==> images/pdn.png <==
The bar under the picture is 100 µm long. Pins as bars on the die edge.
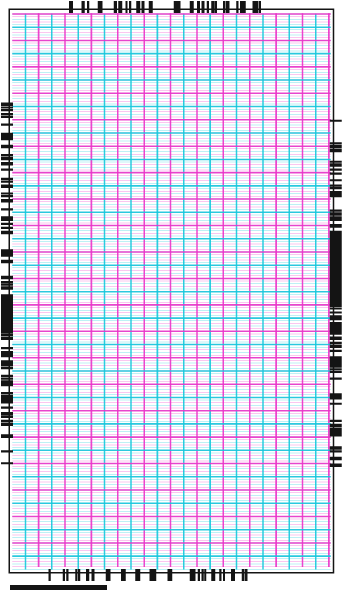
==> images/cell_classes.png <==
The bar under the picture is 100 µm long.
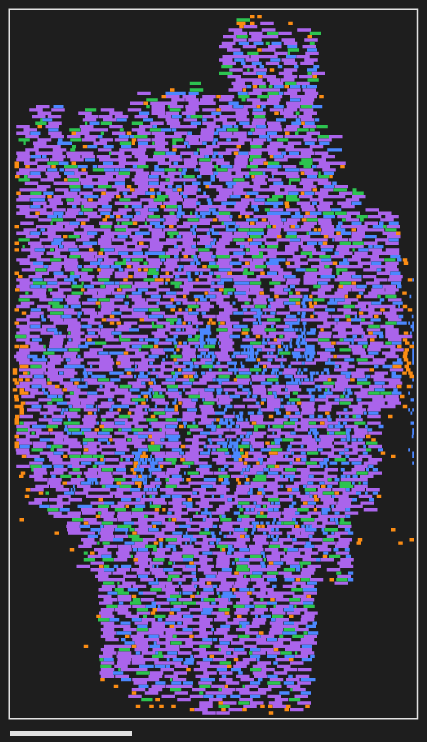
==> images/clock_map.png <==
The bar under the picture is 100 µm long.
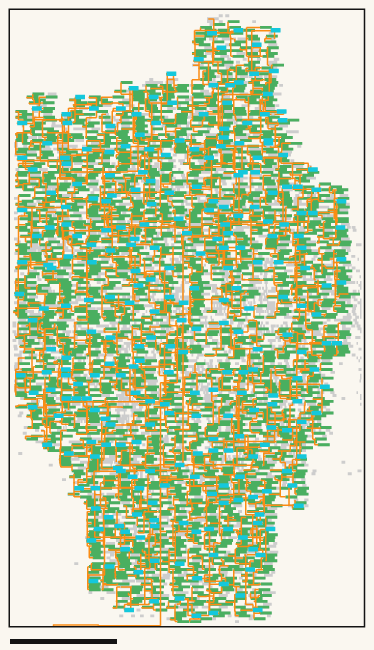
==> images/metal_stack.png <==
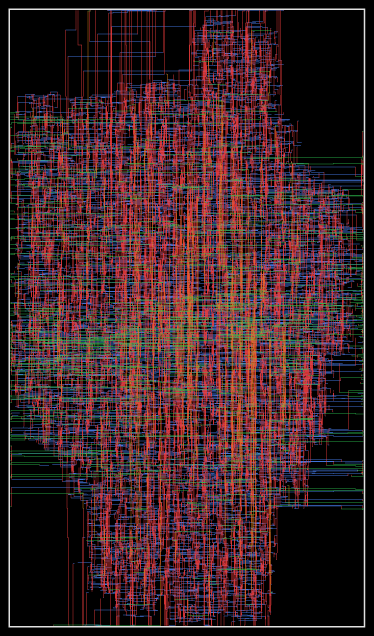
==> images/final_congestion.png <==
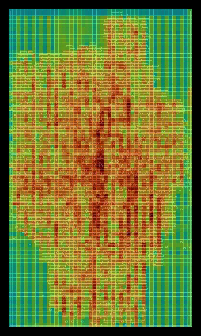
<file path="src/rtl/arthas_pkg.sv">
// Shared types and helpers for the systolic output drain.
package arthas_pkg;

    typedef enum logic {
        IDLE = 1'b0,
        SEND = 1'b1
    } drain_state_t;

    // Index width for a bank selector; never narrower than one bit.
    function automatic int bank_idx_w(input int n_banks);
        return (n_banks > 1) ? $clog2(n_banks) : 1;
    endfunction

    // Index width for a column selector; never narrower than one bit.
    function automatic int col_idx_w(input int n_cols);
        return (n_cols > 1) ? $clog2(n_cols) : 1;
    endfunction

endpackage

</file>
<file path="src/rtl/drain_fifo.sv">
// Per-column entry FIFO. A push into a full FIFO is accepted only if the
// same cycle also pops; otherwise it is dropped (caller flags overflow).
module drain_fifo #(
    parameter int W     = 66,
    parameter int DEPTH = 8
) (
    input  logic         clk,
    input  logic         rst,
    input  logic         push,
    input  logic [W-1:0] wdata,
    input  logic         pop,
    output logic [W-1:0] rdata,
    output logic         full,
    output logic         empty
);
    localparam int AW = $clog2(DEPTH);

    logic [W-1:0] mem [DEPTH];
    logic [AW:0]  wr_ptr, rd_ptr;
    logic         do_push, do_pop;

    assign empty   = (wr_ptr == rd_ptr);
    assign full    = (wr_ptr[AW] != rd_ptr[AW]) && (wr_ptr[AW-1:0] == rd_ptr[AW-1:0]);
    assign do_pop  = pop && !empty;
    assign do_push = push && (!full || do_pop);
    assign rdata   = mem[rd_ptr[AW-1:0]];

    // Storage array: no reset needed, contents are only read when non-empty.
    always_ff @(posedge clk) begin
        if (do_push) mem[wr_ptr[AW-1:0]] <= wdata;
    end

    // Read/write pointers with a wrap bit to tell full from empty.
    always_ff @(posedge clk or posedge rst) begin
        if (rst) begin
            wr_ptr <= '0;
            rd_ptr <= '0;
        end else begin
            if (do_push) wr_ptr <= wr_ptr + 1'b1;
            if (do_pop)  rd_ptr <= rd_ptr + 1'b1;
        end
    end

endmodule

</file>
<file path="src/rtl/systolic_out_drain.sv">
// Drains per-column systolic array results through one beat stream.
// Each column has a FIFO of whole-column entries (all banks); a round-robin
// arbiter grants a column, then the entry is sent one bank per beat.
// Optional accepted-beat counter enabled by defining DRAIN_BEAT_CNT_EN.
module systolic_out_drain
    import arthas_pkg::*;
#(
    parameter int N_BANKS    = 2,
    parameter int N_COLS     = 4,
    parameter int O_WIDTH    = 33,
    parameter int FIFO_DEPTH = 8
) (
    input  logic                                 clk,
    input  logic                                 rst,
    input  logic [N_BANKS*N_COLS*O_WIDTH-1:0]    dout,
    input  logic [N_COLS-1:0]                    dout_en,
    output logic [O_WIDTH-1:0]                   m_data,
    output logic [bank_idx_w(N_BANKS)-1:0]       m_bank,
    output logic [col_idx_w(N_COLS)-1:0]         m_col,
    output logic                                 m_valid,
    output logic                                 m_last,
    input  logic                                 m_ready,
    output logic [N_COLS-1:0]                    ovf,
    input  logic                                 ovf_clr,
    output logic                                 busy,
    output logic [31:0]                          beat_cnt
);
    localparam int BW = bank_idx_w(N_BANKS);
    localparam int CW = col_idx_w(N_COLS);
    localparam int EW = N_BANKS * O_WIDTH;

    drain_state_t               state, state_nxt;
    logic [CW-1:0]              grant, last_grant, pick, cand;
    logic                       found;
    logic [BW-1:0]              bank;
    logic [N_COLS-1:0][EW-1:0]  wr_entry, head;
    logic [N_COLS-1:0]          full, empty, pop;
    logic                       accept, last_beat;

    assign accept    = (state == SEND) && m_ready;
    assign last_beat = (bank == BW'(N_BANKS - 1));
    assign busy      = !(&empty) || (state == SEND);

    genvar c, b;
    generate
        for (c = 0; c < N_COLS; c++) begin : g_col
            // Gather column c of every bank into one FIFO entry, bank 0 in the LSBs.
            for (b = 0; b < N_BANKS; b++) begin : g_bank
                assign wr_entry[c][b*O_WIDTH +: O_WIDTH] = dout[(b*N_COLS + c)*O_WIDTH +: O_WIDTH];
            end

            assign pop[c] = accept && last_beat && (grant == CW'(c));

            drain_fifo #(.W(EW), .DEPTH(FIFO_DEPTH)) u_fifo (
                .clk   (clk),
                .rst   (rst),
                .push  (dout_en[c]),
                .wdata (wr_entry[c]),
                .pop   (pop[c]),
                .rdata (head[c]),
                .full  (full[c]),
                .empty (empty[c])
            );

            // Sticky overflow: a dropped push sets it, and beats a same-cycle clear.
            always_ff @(posedge clk or posedge rst) begin
                if (rst)                                   ovf[c] <= 1'b0;
                else if (dout_en[c] && full[c] && !pop[c]) ovf[c] <= 1'b1;
                else if (ovf_clr)                          ovf[c] <= 1'b0;
            end
        end
    endgenerate

    // Round-robin pick: first non-empty column after the last grant.
    always_comb begin
        found = 1'b0;
        pick  = '0;
        cand  = last_grant;
        for (int i = 0; i < N_COLS; i++) begin
            cand = (cand == CW'(N_COLS - 1)) ? '0 : cand + CW'(1);
            if (!found && !empty[cand]) begin
                found = 1'b1;
                pick  = cand;
            end
        end
    end

    // FSM state register.
    always_ff @(posedge clk or posedge rst) begin
        if (rst) state <= IDLE;
        else     state <= state_nxt;
    end

    // FSM next state: every entry ends in IDLE, so grants are never back-to-back.
    always_comb begin
        state_nxt = state;
        case (state)
            IDLE:    if (found)               state_nxt = SEND;
            SEND:    if (accept && last_beat) state_nxt = IDLE;
            default:                          state_nxt = IDLE;
        endcase
    end

    // Grant and bank cursor; bank only moves on an accepted beat.
    always_ff @(posedge clk or posedge rst) begin
        if (rst) begin
            grant      <= '0;
            last_grant <= CW'(N_COLS - 1);
            bank       <= '0;
        end else if (state == IDLE) begin
            if (found) begin
                grant      <= pick;
                last_grant <= pick;
                bank       <= '0;
            end
        end else if (accept) begin
            bank <= last_beat ? '0 : bank + BW'(1);
        end
    end

    // FSM outputs: beat fields are forced to zero whenever no beat is offered.
    always_comb begin
        m_valid = 1'b0;
        m_data  = '0;
        m_bank  = '0;
        m_col   = '0;
        m_last  = 1'b0;
        if (state == SEND) begin
            m_valid = 1'b1;
            m_data  = head[grant][bank*O_WIDTH +: O_WIDTH];
            m_bank  = bank;
            m_col   = grant;
            m_last  = last_beat;
        end
    end

`ifdef DRAIN_BEAT_CNT_EN
    // Accepted-beat counter, wraps naturally at 2^32.
    always_ff @(posedge clk or posedge rst) begin
        if (rst)         beat_cnt <= '0;
        else if (accept) beat_cnt <= beat_cnt + 32'd1;
    end
`else
    assign beat_cnt = '0;
`endif

endmodule
</file>
<file path="config.mk">
export PLATFORM = sky130hd
export DESIGN_NAME = systolic_out_drain
export DESIGN_NICKNAME = d
export VERILOG_FILES = /design/src/rtl/arthas_pkg.sv /design/src/rtl/drain_fifo.sv /design/src/rtl/systolic_out_drain.sv
export SDC_FILE = /design/constraint.sdc
export NUM_CORES = 2
export LEC_CHECK = 0
export CAP_MARGIN = 5
export CORE_AREA = 2 2 330 576
export CTS_CLUSTER_DIAMETER = 30
export DETAILED_ROUTE_END_ITERATION = 8
export DIE_AREA = 0 0 332 578
export GPL_ROUTABILITY_DRIVEN = 0
export MAX_ROUTING_LAYER = met4
export PLACE_DENSITY = 0.68
export SYNTH_ARGS = -nofsm -noshare
export SYNTH_HDL_FRONTEND = slang
export SYNTH_SLANG_ARGS = --single-unit
</file>
<file path="constraint.sdc">
create_clock -name clk -period 24.6 [get_ports clk]
set_input_delay 6.15 -clock clk [delete_from_list [all_inputs] [get_ports clk]]
set_output_delay 6.15 -clock clk [all_outputs]
set_load 0.01 [all_outputs]
</file>
==> out/metrics.yaml <==
pwr:
  pwr-share-clk_pct: 32.8
  pwr-share-seq_pct: 40.0
  p_leak_uw: 0.0313
  p_per_area_nw_per_um2: 125
  swShare_pct: 32.5
  top_power_group: "sequential cells"
  power.internal_uw: 8340
  pg_comb_uw: 3360
  pwr.group.sequential_uw: 4940
  p_total_uw: 12400
  p_switching_uw: 4010
  p_comb_share_pct: 27.2
finish:
  drive_gt1_share_pct: 25.1
  antennaDiodeCount: 70
  dominant_cells: "sequential cells"
  combGateArea_um2: 18000
  buf_share_pct: 3.89
  nFillCells: 14300
  syn_to_final_growth_pct: 18.1
  sh_comb_area_pct: 18.2
  lay_top_cells: "edfxtp_1 (2112), mux4_2 (409), clkdlybuf4s50_1 (314), clkbuf_16 (282), mux2i_1 (258)"
  inv_count: 13
  largest_register_ffs: 2112
  mostFrequentLayoutCell: "edfxtp_1"
  clock_buffers: 305
  seq_cells: 2154
  fin_cells: 7040
  fin_nets: 4591
  signal_buffers: 405
  regArea_um2: 64500
  logic_gate_count: 1458
  clock_cell_area_share_pct: 9.44
setup_path:
  cp_data_arrival_time_ns: 6.07
  cp-end-kind: "output port"
  r2r_cells: 8
  setup.worst_path.start_class: "flip-flop"
  r2r_setup_slack_ns: 19.02
  cp_max_fo: 42
  cpMaxStageDelayCell: "dfrtp_4"
  reg2reg_from: "bank"
  criticalPathCategory: "reg -> out"
  crit_path_frequent_cell: "buf_4"
  endpoint: "m_data[6]"
  worstReg2RegEnd: "g_col[0].u_fifo.mem[0][21]"
  crit_start: "g_col[0].u_fifo.rd_ptr[0]"
  crit_chain: "buf_4, buf_4, mux4_1, mux2_2, a221oi_2, a31oi_1, clkdlybuf4s50_1"
  crit_family: "buffers and inverters"
  worst-endpoint-required_ns: 18.45
  max_stage_delay_ns: 0.97
  cp.depth: 7
  critPathBufInv: 3
synthesis:
  netlist_area_um2: 83800
  ys_cells: 3846
  ys_sh_simple_pct: 1.59
  syn-instance-count: 3846
  yosys_warnings: 0
  synth_top_cell_by_count: "edfxtp_1"
  edf_count: 2112
  synth_cell_types: 60
  ys_area_um2: 83800
  ys_seq_share_pct: 76.9
  ys.flop_type: "edfxtp_1"
  ys_ff: 2154
  yosys.area.top_type: "edfxtp_1"
  synth_area_per_cell_um2: 21.8
  synthArstFlopShare_pct: 1.95
  ys_top_logic_family: "multiplexers"
  xor_share_pct: 0.406
  yosys-top-cells-area: "edfxtp_1 (76%), mux4_2 (11%), mux2i_1 (3.1%), mux2_2 (1.5%), dfrtp_1 (1.2%)"
  common_cells: "edfxtp_1 (2112), mux4_2 (409), mux2i_1 (259), mux2_2 (108), o22ai_1 (106)"
  yosysTopAreaCellShare_pct: 75.7
  yosys.area_share.aoi_pct: 2.64
  mux_share_pct: 16.3
  adder_share_pct: 0.134
floorplan:
  fp_util_pct: 44.8
  tapCellCount: 2438
  pin_count: 347
  dieArea_um2: 192000
sta:
  rsz0062_at_grt: "false"
  finalClockPeriodUsage_pct: 49.7
  timing.slew.headroom_pct: 16.1
  tightest_slew_ns: 1.24
  fmax_ghz: 0.0818
  setup-tns-final_ns: 0
  fin_crit_ns: 12.22
  holdWs_ns: 0.494
  hold_viol: 0
  maxSlewViolCount: 0
  setup_viol: 0
  final.setup.worst_slack_ns: 12.38
placement:
  dp_cells: 6468
  pre_cts_ws_ns: 13.21
  place_area_um2: 89500
  dp_hpwl_um: 145000
  portBuffers: 314
cts:
  post_cts_buffers: 0
  numCtsBuffers: 278
  cts_resized: 0
  root_buffer: "clkbuf_16"
  cts-hold-fix-buffers: 0
  cts_tree: "done"
  clockBufferDepth: 4
  path_clk_slew_ns: 0.07
  numClockSinks: 2154
  htreeDepth: 5
drt:
  vias: 41800
  top_layer: "met4"
  met2_length_um: 110000
  drt_wl_total_um: 225000
  first_pass_iters: 5
  ant_nets: 0
  viasPerCell: 5.93
  m1WireLength_um: 83000
  dr_wl_met3_um: 21500
  drc_errors: 0
  drt_iter0_markers: 4498
global_routing:
  grt_antenna_before_repair: 103
  grt_pass1_wl_um: 316000
  grt-ovfl-total: 0
  grt_pass1_vias: 42100
  grt_max_degree: 153
outcome:
  status: "finished, final reports clean"
flow_run:
  warnings: 29
  max_cap_viol_count: 0
min_path:
  min_from: "g_col[2].u_fifo.wr_ptr[3]"
  whs_path_depth: 1
  hold_class: "reg -> reg"
  min_to: "g_col[2].u_fifo.wr_ptr[3]"
-- pdn.png (at the start) --
legend:
  magenta:
    net: VDD
  cyan:
    net: VSS
met4 straps: 24
met5 straps: 42
rows: 210
signal pins: 347
Core ar.: 187000 µm²
Die Wd: 332 µm
DIE HEIGHT: 578 µm
Worst VDD drop: 0.0000809 V

-- cell_classes.png (at the start) --
legend:
  blue:
    class: all other logic
    cells: 1471
  green:
    class: clock drivers and dummy loads
    cells: 502
  orange:
    class: other buffers and delay cells
    cells: 405
  purple:
    class: flip-flops
    cells: 2154
post-route cell area: 99000 µm²
final core utilization: 52.9%
Core Rows: 210
flop share of the area: 65.2%

-- clock_map.png (at the start) --
legend:
  green:
    item: flip-flops
    count: 2154
  cyan:
    item: cells driving clock nets
    count: 278
  orange:
    item: clock wires
    length: 24.6 mm
flops lie: spread over the die
clk latency late pin: 0.84 ns
P_clk: 4050 µW
worst-case clock skew: 0.0500 ns

-- metal_stack.png (at the start) --
legend:
  blue:
    layer: met1
    wire_length: 83.0 mm
  orange:
    layer: met4
    wire_length: 10700 µm
  green:
    layer: met3
    wire_length: 21.5 mm
  red:
    layer: met2
    wire_length: 110 mm
Routed WL per cell: 32.0 µm
gr usage total: 23.9%

-- final_congestion.png (at the start) --
met3 Use GR: 6.14%
met1 global-route usage: 29.3%
met2 Usage GRT: 37.9%
GR peak layer: met2

No activity file was given, so power comes from the tool's default toggle rates.
